==> config.mk <==
export PLATFORM = sky130hd
export DESIGN_NAME = control_pipe
export DESIGN_NICKNAME = d
export VERILOG_FILES = /design/src/rtl/control_pipe.sv
export SDC_FILE = /design/constraint.sdc
export NUM_CORES = 1
export LEC_CHECK = 0
export CAP_MARGIN = 20
export CORE_UTILIZATION = 47
export CTS_CLUSTER_DIAMETER = 150
export DETAILED_ROUTE_END_ITERATION = 7
export MAX_ROUTING_LAYER = met4
export PLACE_DENSITY_LB_ADDON = 0.1
export SYNTH_ARGS = -nofsm -noshare
export SYNTH_HDL_FRONTEND = slang
export SYNTH_SLANG_ARGS = --single-unit
==> constraint.sdc <==
create_clock -name CLK -period 2.1 [get_ports CLK]
set_input_delay 0.315 -clock CLK [delete_from_list [all_inputs] [get_ports CLK]]
set_output_delay 0.315 -clock CLK [all_outputs]
set_load 0.05 [all_outputs]
==> src/rtl/control_pipe.sv <==
// control_pipe: decodes a MIPS instruction word and carries its control bundle down a STAGES-deep pipe.
// Latency: an instr accepted at edge t is in stage 0 after t and in stage k after t+k (absent stall).
// Backpressure: stall freezes every stage; a load-use hit raises hazard and loads a bubble in its place.
//
// Ports:
//   CLK, nRST          clock, asynchronous active-low reset
//   instr/instr_valid  instruction word from fetch and its valid
//   stall, flush       global freeze; taken branch/jump bubble into stage 0
//   hazard             load-use stall request back to fetch (fetch holds PC and instr)
//   ctrl_*             per-stage valid/regwr/wsel/dren/dwen, stage i at bit i (wsel at [5i+4:5i])
//   ex_*               stage-0 (ID/EX) execute controls, immediate and shift amount
//   halt               sticky; raised once a halt instruction reaches stage STAGES-1
module control_pipe #(
    parameter int STAGES   = 3,    // legal 2..5; stage 0 = ID/EX, stage STAGES-1 = MEM/WB
    parameter int LOAD_USE = 1     // 0 disables load-use detection entirely
) (
    input  logic                  CLK,
    input  logic                  nRST,
    input  logic [31:0]           instr,
    input  logic                  instr_valid,
    input  logic                  stall,
    input  logic                  flush,
    output logic                  hazard,
    output logic [STAGES-1:0]     ctrl_valid,
    output logic [STAGES-1:0]     ctrl_regwr,
    output logic [5*STAGES-1:0]   ctrl_wsel,
    output logic [STAGES-1:0]     ctrl_dren,
    output logic [STAGES-1:0]     ctrl_dwen,
    output logic [3:0]            ex_aluctr,
    output logic                  ex_alusrc,
    output logic                  ex_extop,
    output logic                  ex_lui,
    output logic                  ex_memtoreg,
    output logic                  ex_beq,
    output logic                  ex_bne,
    output logic                  ex_jump,
    output logic                  ex_jr,
    output logic                  ex_jal,
    output logic [15:0]           ex_imm,
    output logic [4:0]            ex_shamt,
    output logic                  halt
);

    // opcodes
    localparam logic [5:0] OP_RTYPE = 6'h00, OP_J     = 6'h02, OP_JAL   = 6'h03,
                           OP_BEQ   = 6'h04, OP_BNE   = 6'h05, OP_ADDI  = 6'h08,
                           OP_ADDIU = 6'h09, OP_SLTI  = 6'h0A, OP_SLTIU = 6'h0B,
                           OP_ANDI  = 6'h0C, OP_ORI   = 6'h0D, OP_XORI  = 6'h0E,
                           OP_LUI   = 6'h0F, OP_LW    = 6'h23, OP_SW    = 6'h2B,
                           OP_HALT  = 6'h3F;
    // R-type function codes
    localparam logic [5:0] FN_SLL  = 6'h00, FN_SRL  = 6'h02, FN_JR   = 6'h08,
                           FN_ADD  = 6'h20, FN_ADDU = 6'h21, FN_SUB  = 6'h22,
                           FN_SUBU = 6'h23, FN_AND  = 6'h24, FN_OR   = 6'h25,
                           FN_XOR  = 6'h26, FN_NOR  = 6'h27, FN_SLT  = 6'h2A,
                           FN_SLTU = 6'h2B;
    // aluop_t encoding
    localparam logic [3:0] ALU_SLL = 4'h0, ALU_SRL = 4'h1, ALU_ADD = 4'h2, ALU_SUB  = 4'h3,
                           ALU_AND = 4'h4, ALU_OR  = 4'h5, ALU_XOR = 4'h6, ALU_NOR  = 4'h7,
                           ALU_SLT = 4'hA, ALU_SLTU = 4'hB;

    typedef struct packed {
        logic        valid;
        logic        regwr;
        logic [4:0]  wsel;
        logic [4:0]  rs;
        logic [4:0]  rt;
        logic        dren;
        logic        dwen;
        logic [3:0]  aluctr;
        logic        alusrc;
        logic        extop;
        logic        lui;
        logic        memtoreg;
        logic        beq;
        logic        bne;
        logic        jump;
        logic        jr;
        logic        jal;
        logic        hlt;
        logic [15:0] imm;
        logic [4:0]  shamt;
    } ctrl_t;

    ctrl_t       pipe [STAGES];
    ctrl_t       dec;
    logic        halt_pending;
    logic        halt_q;
    logic        reads_rt;
    logic        load;
    logic [5:0]  opcode;
    logic [5:0]  funct;

    assign opcode = instr[31:26];
    assign funct  = instr[5:0];

    // ---------------- decode ----------------
    always_comb begin
        dec = '0;
        case (opcode)
            OP_RTYPE: begin
                dec.valid = 1'b1;
                dec.wsel  = instr[15:11];
                dec.regwr = 1'b1;
                case (funct)
                    FN_SLL:          dec.aluctr = ALU_SLL;
                    FN_SRL:          dec.aluctr = ALU_SRL;
                    FN_ADD, FN_ADDU: dec.aluctr = ALU_ADD;
                    FN_SUB, FN_SUBU: dec.aluctr = ALU_SUB;
                    FN_AND:          dec.aluctr = ALU_AND;
                    FN_OR:           dec.aluctr = ALU_OR;
                    FN_XOR:          dec.aluctr = ALU_XOR;
                    FN_NOR:          dec.aluctr = ALU_NOR;
                    FN_SLT:          dec.aluctr = ALU_SLT;
                    FN_SLTU:         dec.aluctr = ALU_SLTU;
                    FN_JR: begin
                        dec.jr    = 1'b1;
                        dec.regwr = 1'b0;
                    end
                    default:         dec.valid = 1'b0;   // unknown funct travels as a bubble
                endcase
            end
            OP_ADDI, OP_ADDIU, OP_SLTI, OP_SLTIU,
            OP_ANDI, OP_ORI, OP_XORI, OP_LUI: begin
                dec.valid  = 1'b1;
                dec.wsel   = instr[20:16];
                dec.regwr  = 1'b1;
                dec.alusrc = 1'b1;
                // only the arithmetic/compare immediates sign-extend
                dec.extop  = (opcode == OP_ADDI) || (opcode == OP_ADDIU) ||
                             (opcode == OP_SLTI) || (opcode == OP_SLTIU);
                dec.lui    = (opcode == OP_LUI);
                case (opcode)
                    OP_SLTI:  dec.aluctr = ALU_SLT;
                    OP_SLTIU: dec.aluctr = ALU_SLTU;
                    OP_ANDI:  dec.aluctr = ALU_AND;
                    OP_ORI,
                    OP_LUI:   dec.aluctr = ALU_OR;
                    OP_XORI:  dec.aluctr = ALU_XOR;
                    default:  dec.aluctr = ALU_ADD;
                endcase
            end
            OP_LW: begin
                dec.valid    = 1'b1;
                dec.wsel     = instr[20:16];
                dec.regwr    = 1'b1;
                dec.dren     = 1'b1;
                dec.memtoreg = 1'b1;
                dec.alusrc   = 1'b1;
                dec.extop    = 1'b1;
                dec.aluctr   = ALU_ADD;
            end
            OP_SW: begin
                dec.valid  = 1'b1;
                dec.dwen   = 1'b1;
                dec.alusrc = 1'b1;
                dec.extop  = 1'b1;
                dec.aluctr = ALU_ADD;
            end
            OP_BEQ, OP_BNE: begin
                dec.valid  = 1'b1;
                dec.beq    = (opcode == OP_BEQ);
                dec.bne    = (opcode == OP_BNE);
                dec.aluctr = ALU_SUB;
            end
            OP_J: begin
                dec.valid = 1'b1;
                dec.jump  = 1'b1;
            end
            OP_JAL: begin
                dec.valid = 1'b1;
                dec.jump  = 1'b1;
                dec.jal   = 1'b1;
                dec.wsel  = 5'd31;
                dec.regwr = 1'b1;
            end
            OP_HALT: begin
                dec.valid = 1'b1;
                dec.hlt   = 1'b1;
            end
            default: ;
        endcase

        if (dec.valid) begin
            dec.rs    = instr[25:21];
            dec.rt    = instr[20:16];
            dec.imm   = instr[15:0];
            dec.shamt = instr[10:6];
            // $0 is never written
            if (dec.wsel == 5'd0) dec.regwr = 1'b0;
        end else begin
            dec = '0;
        end
    end

    // ---------------- load-use hazard ----------------
    assign reads_rt = (opcode == OP_RTYPE) || (opcode == OP_BEQ) ||
                      (opcode == OP_BNE)   || (opcode == OP_SW);

    assign hazard = (LOAD_USE != 0) && instr_valid &&
                    pipe[0].valid && pipe[0].dren && (pipe[0].wsel != 5'd0) &&
                    ((pipe[0].wsel == instr[25:21]) ||
                     (reads_rt && (pipe[0].wsel == instr[20:16])));

    // flush, hazard, pending halt and idle fetch all resolve to a bubble in stage 0
    assign load = instr_valid && !flush && !hazard && !halt_pending;

    // ---------------- pipeline ----------------
    always_ff @(posedge CLK or negedge nRST) begin
        if (!nRST) begin
            for (int i = 0; i < STAGES; i++) pipe[i] <= '0;
            halt_pending <= 1'b0;
            halt_q       <= 1'b0;
        end else begin
            if (pipe[STAGES-1].valid && pipe[STAGES-1].hlt) halt_q <= 1'b1;
            if (!stall) begin
                pipe[0] <= load ? dec : '0;
                for (int i = 1; i < STAGES; i++) pipe[i] <= pipe[i-1];
                if (load && dec.hlt) halt_pending <= 1'b1;
            end
        end
    end

    // halt is visible in the same cycle the instruction occupies the last stage, then held
    assign halt = halt_q || (pipe[STAGES-1].valid && pipe[STAGES-1].hlt);

    // ---------------- exports ----------------
    always_comb begin
        ctrl_valid = '0;
        ctrl_regwr = '0;
        ctrl_wsel  = '0;
        ctrl_dren  = '0;
        ctrl_dwen  = '0;
        for (int i = 0; i < STAGES; i++) begin
            ctrl_valid[i]       = pipe[i].valid;
            ctrl_regwr[i]       = pipe[i].regwr;
            ctrl_wsel[5*i +: 5] = pipe[i].wsel;
            ctrl_dren[i]        = pipe[i].dren;
            ctrl_dwen[i]        = pipe[i].dwen;
        end
    end

    assign ex_aluctr   = pipe[0].aluctr;
    assign ex_alusrc   = pipe[0].alusrc;
    assign ex_extop    = pipe[0].extop;
    assign ex_lui      = pipe[0].lui;
    assign ex_memtoreg = pipe[0].memtoreg;
    assign ex_beq      = pipe[0].beq;
    assign ex_bne      = pipe[0].bne;
    assign ex_jump     = pipe[0].jump;
    assign ex_jr       = pipe[0].jr;
    assign ex_jal      = pipe[0].jal;
    assign ex_imm      = pipe[0].imm;
    assign ex_shamt    = pipe[0].shamt;

endmodule

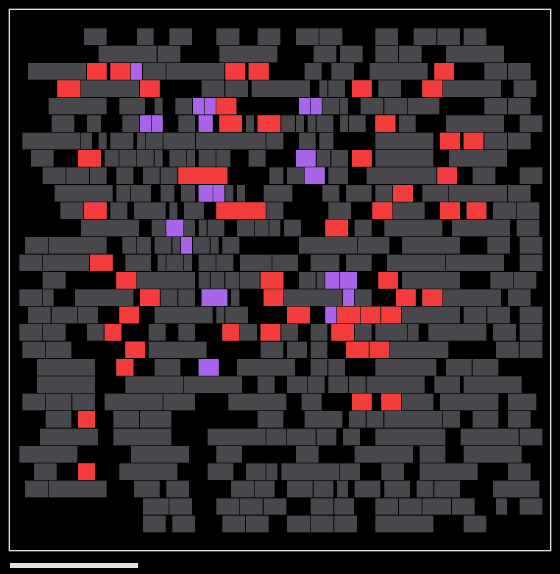
(run_1/gate_families.png)
Bar = 20 um.
legend:
  red:
    family: AND-OR and OR-AND gates
    cells: 51
    most_used: a22o_1
  purple:
    family: inverting AOI/OAI gates
    cells: 20
    most_used: o21ai_0

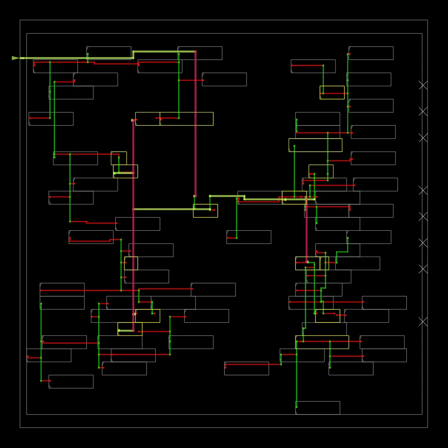
(run_1/final_clocks.png)
# clk buffers: 10
number of clock buffers inserted by TritonCTS: 9
Flops: 60
power dissipated in the clock network: 1280 uW
CTS sink cnt: 60

==> results.txt, run 1 <==
Latest figures from synthesis and place and route.

The terminus of the critical flop-to-flop path is ex_beq. The critical path is of the in -> out type. The final timing report counts setup violations totalling 1. For reference, the top cells by count after synthesis are dfrtp_1, buf_4, a22o_1. The count of routing violations after the opening detailed-route iteration is 144. The CTS tree is done. The repair_antennas step left the layout with diodes totalling 0.

Routing resource usage on met1 recorded by global route was 29.57%. The cell total in the yosys stat output is 287. The worst min-delay path endpoint is halt_q. The report shows a maximum critical-path fanout of 2.

The cell count after synthesis is 287. The report puts the hold buffer count at CTS at 1. The run finished, with violations left.

The count of filler cells inserted in the layout is 464. Setup repair after global routing could not meet its margin everywhere. Once detail routing completed, the nets flagged for antenna violations numbered 0.

The first-pass GRT wire length is 12340 um. For this run, the detailed router's first-pass iteration total came to 7. The worst min-delay path category is reg -> reg.

Note, the detailed placer reported a final HPWL of 5229 um. The number of global-route vias before repair is 2585. Looking at the max-slew report, the worst-margin pin has a slew of 639.3 ps. The number of buffers between clock root and the deepest sink is 2. Wires add up to 7638 um. For this run, the slowest stage of the critical path takes 450 ps. The final reports fail on DRC, setup timing. The placement stage leaves a total instance area of 4234 sq um. The launch instance of the worst min-delay path is halt_q. Across all checked pins, the minimum headroom to the slew limit is 57.38%. On the critical path, the stage with the largest delay is an instance of clkdlybuf4s50_1. Grouping stages by cell kind, the critical path spends the most delay in buffers and inverters. Summed over all failing endpoints, the final setup total negative slack is -90.46 ps. For this configuration, the core starts out at a cell density of 49.40%.

Per the cell usage report, the commonest logic cells after layout are clkdlybuf4s50_1, dfrtp_1, buf_4. The height of the die is 84.39 um. By area the synthesized netlist is led by dfrtp_1, buf_4, a22o_1. The met3 wire length is 435 um. Summed over all instances, the cell type with the most area after synthesis is dfrtp_1. The highest clock rate this design can be run at is 456.5 MHz. The static leakage is 0.002221 uW. The run reported a max-capacitance violation count of 0. STA classifies the critical path startpoint as an input port. The most common cell in the netlist is dfrtp_1.

The tally of OpenROAD warnings is 28. In the synthesis report, Yosys lists the chip area as 3191 sq um. The arrival time of data at the worst endpoint is listed as 1880 ps. The residual DRC count is 8.

The count of unique library cells instantiated by Yosys is 42. Summed over all nets, the switching power comes to 683.1 uW. The final hold violation count recorded for this run is 0. The async set-or-reset flop fraction in the synthesized netlist is 100.0%. Along the critical path, the tally of buffer and inverter instances is 3. The area of the placeable core is 6459 sq um. Port buffering added 99 buffers. Sequential cells account for 41.3% of the total power.

Across all setup checks in the final design, the least slack found is -90.46 ps. The required time of the critical path is 1780 ps. The worst setup path is captured at an output pin. In the routed layout, each cell is associated on average with a via count of 5.504. The top cell type in the final layout, fill and taps aside, is clkdlybuf4s50_1.

Across every metal layer, demand over resource in global routing totals 22.74%.
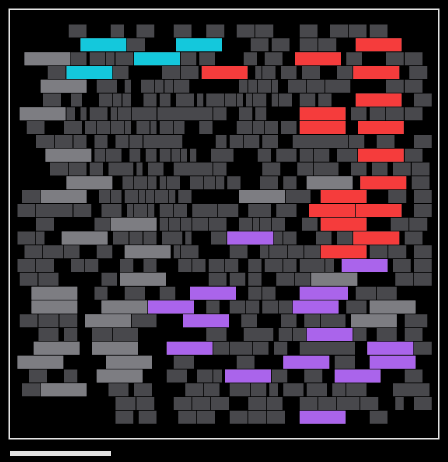
(run_1/registers.png)
Bar = 20 um. Other sequential cells in the stronger gray, the rest of the logic in the fainter gray.
legend:
  red:
    name_in_the_netlist: ex_imm
    flops: 16
  cyan:
    name_in_the_netlist: ex_aluctr
    flops: 4
    where: north-west
  purple:
    name_in_the_netlist: ctrl_wsel
    flops: 15

## run 1: registers in the layout (all words and copies together), names as in the netlist
name,count
ex_lui,1
ex_alusrc,1
halt_pending,1
ex_jr,1
ctrl_dren,3
ex_beq,1
ctrl_regwr,3
ex_extop,1
ctrl_wsel,15
ex_jump,1
ex_bne,1
ctrl_dwen,3
ex_aluctr,4
ex_jal,1
halt_q,1
ctrl_valid,3
pipe,3
ex_imm,16
## run 1: worst register-to-register path, delay by kind of cell (launching register included)
kind,cells,cell delay [ps]
buffers and inverters,3,460
AND/OR/NAND/NOR,2,360
flip-flops,1,440
XOR/XNOR,1,170
AND-OR/OR-AND,3,550
## run 1: power by group through the flow
stage / clock, uW / sequential [uW] / combinational [uW]
3_3_place_gp: 0 / 1200 / 381
4_1_cts: 1300 / 1180 / 388
3_5_place_dp: 0 / 1200 / 385
2_1_floorplan: 0 / 1200 / 192
6_report: 1280 / 1180 / 396
5_1_grt: 1350 / 1180 / 426
## run 1: cell type report
class	count	area [sq um]	share of cell area [%]
inverters	6	22.52	0.4891
flip-flops and latches	60	1503	32.64
clock buffers	10	137.6	2.989
clock inverters	6	111.4	2.418
repair buffers	162	1505	32.69
well taps	77	96.34	2.092
multi-input cells	151	1229	26.68
## run 1: worst max path at each step
stage,end,depth (start not counted),slack [ps]
finish,hazard,7,-90
detailed placement,ex_imm[13],9,-270
global placement,ex_beq,9,-280
CTS,hazard,7,-80
global route,hazard,7,-190
floorplan,ex_aluctr[2],9,280
## run 1: cells by family (layout without fill, tap and decap cells)
kind of cell              Yosys count  after routing  synth area share [%]
xor gates and xnor gates           10             10                 2.745
buffers and inverters              77            184                 16.12
AOI/OAI and AO/OA                  70             71                 17.92
muxes                              21             21                 7.373
and+or+nand+nor                    49             49                 8.785
DFF                                60             60                 47.06
==> inputs of run 2 (changes only) <==
--- a/config.mk
+++ b/config.mk
@@ -6,6 +6,7 @@
 export NUM_CORES = 1
 export LEC_CHECK = 0
 export CAP_MARGIN = 20
+export CORE_MARGIN = 4
 export CORE_UTILIZATION = 47
 export CTS_CLUSTER_DIAMETER = 150
 export DETAILED_ROUTE_END_ITERATION = 7
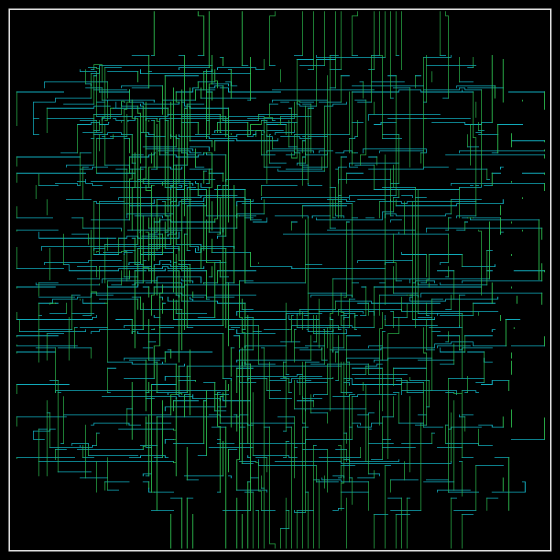
(run_2/metal_stack.png)
Two of the layers only.
legend:
  green:
    layer: met2
    wire_length: 3500 um
  cyan:
    layer: met1
    wire_length: 3590 um

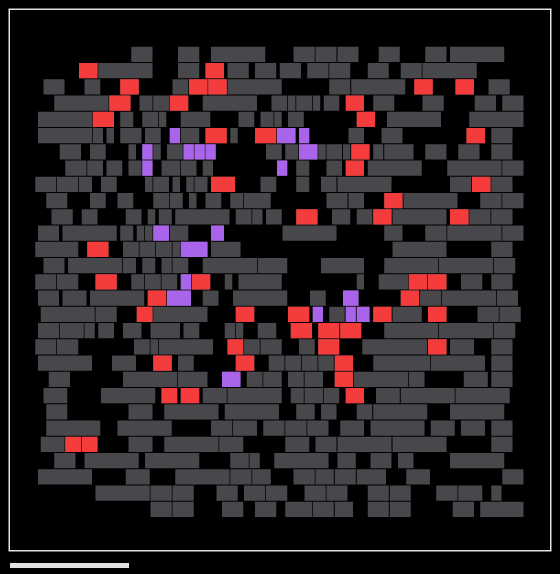
(run_2/gate_families.png)
Bar = 20 um.
legend:
  red:
    family: AND-OR and OR-AND gates
    cells: 50
    most_used: a22o_1
  purple:
    family: inverting AOI/OAI gates
    cells: 20
    most_used: o21ai_0

==> run 2 against run 1 <==
  * The flow finishes with violations (setup timing)
  * Combinational power fell by 2%
  * Synthesized cell count did not move
  * Sequential power barely moved
  * First-iteration DRC count fell by 8.3%
  * Cell count fell by 1.5%
  * Hold slack got worse by 6.0 ps
  * Largest power group is now registers
==> results.txt, run 2 <==
Latest figures from synthesis and place and route.

The type of origin of the critical path is an input port. The residual DRC count is 0 (-8). The cell total in the yosys stat output is 287 (unchanged). The number of flip-flops under the largest register name was 16 (unchanged). The post-synthesis compound-gate area fraction is 17.92% (unchanged). The terminus of the critical flop-to-flop path is ex_imm[11]. The synthesis run shows the most used standard cells to be dfrtp_1, buf_4, a22o_1. The aggregate global-route resource usage is 19.49% (-3.2 points).

The remaining number of nets flagged by the antenna check after routing is 0 (unchanged). The library cell contributing the largest single delay on the critical path is clkdlybuf4s50_1. The fmax is 461.7 MHz (+1.1%). The number of diodes is 0 (unchanged). The HPWL reported at the end of detailed placement was 5417 um (+3.6%).

The count of unique library cells instantiated by Yosys was 42 (unchanged). The final setup violation count is 1 (unchanged). The cell count after synthesis came to 287 (unchanged). The tally of OpenROAD warnings is 28 (unchanged).

The library cell occupying the most area in the post-synthesis netlist is dfrtp_1. For hold timing, the worst endpoint is halt_pending. The transition at the pin with the smallest max-transition slack came to 629.0 ps (-10.23 ps). Looking at the gate-level netlist, the highest instance count belongs to dfrtp_1. The cell family with the largest share of critical-path delay is buffers and inverters. The checks that failed: setup timing. The first-pass GRT wire length came to 12560 um (+1.8%).

The stage delay of the slowest cell on the critical path was 430 ps (-20 ps). After synthesis, the cell types taking the most area are dfrtp_1, buf_4, a22o_1. STA lists the startpoint of the worst hold path as halt_pending. The XOR/XNOR share of the synthesized area is 2.745% (unchanged). The combined buffer and inverter count along the critical path is 3 (unchanged). The flow ran to the end, but the final reports show violations.

The final number of hold-violating endpoints is 0 (unchanged). The number of buffers created by CTS was 9 (unchanged). The least setup slack across all paths after layout came to -65.98 ps (+24.48 ps). The met1 layer usage reported by global route is 25.88% (-3.7 points). The multiplexer share of the synthesized area is 7.373% (unchanged). The initial standard-cell utilization of the core was 49.40% (unchanged). Setup repair after global routing could not meet its margin everywhere. The depth of the critical timing path with buffers and inverters included was 7 (unchanged). The data arrival time of the critical path was 1850 ps (-30 ps).
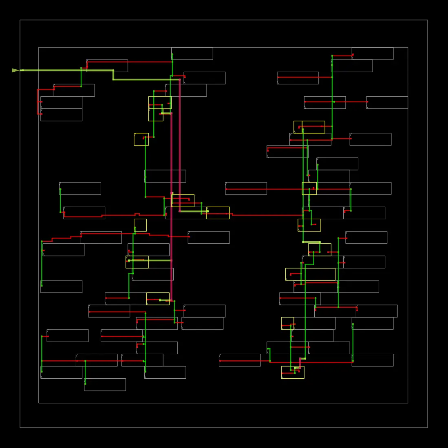
(run_2/final_clocks.png)
# clk buffers: 9
power dissipated in the clock network: 1050 uW
Fin Clk Skew: 8.826 ps

## run 2: cell counts after synthesis
Identical to the previous run, type by type.
## run 2: worst max path at each step
stage                       from           end  slack (ps)
floorplan              instr[31]  ex_aluctr[2]         280
global placement       instr[27]     pipe[129]        -260
detailed placement     instr[27]  ex_aluctr[1]        -270
CTS                 ctrl_wsel[1]        hazard         -80
global route        ctrl_wsel[3]        hazard        -140
finish                 instr[27]        hazard         -70
## run 2: cells by family (layout without fill, tap and decap cells)
group | count (synthesis) | after routing
AOI/OAI and AO/OA | 70 | 70
xor gates and xnor gates | 10 | 10
DFF | 60 | 60
and+or+nand+nor | 49 | 49
buffers and inverters | 77 | 178
muxes | 21 | 21
## run 2: repair_timing
item | CTS | global route
endpoints found under the setup margin | 1 | 27
endpoints found under the hold margin | 60 | 0
hold buffers | 1 | 0
pin swaps | 1 | 1
resized | 3 | 3
## run 2: cell type report
cell class,instances,share of cell area (%)
tap,77,2.154
multi-input combinational,150,26.60
clock inverter,7,1.706
inverter,6,0.5035
clock buffer,9,2.769
sequential,60,33.59
timing repair buffer,156,32.67
## run 2: per-stage QoR
step	area, sq um	power [uW]	std cells	hold WS, ps
2_1_floorplan	3191	1394	287	19.41
3_3_place_gp	4244	1585	448	344.7
3_5_place_dp	4244	1590	448	349.2
4_1_cts	4462	2642	465	468.6
5_1_grt	4473	2721	465	503.4
6_report	4473	2618	465	461.3
## run 2: report_power, final
| group | switching [uW] | internal [uW] | leakage [uW] | total, uW |
|---|---|---|---|---|
| sequential | 10.8 | 1170 | 0.000834 | 1180 |
| clock | 494 | 553 | 0.0000958 | 1050 |
| combinational | 204 | 186 | 0.00119 | 390 |
Power is estimated from default activity; no workload was simulated.
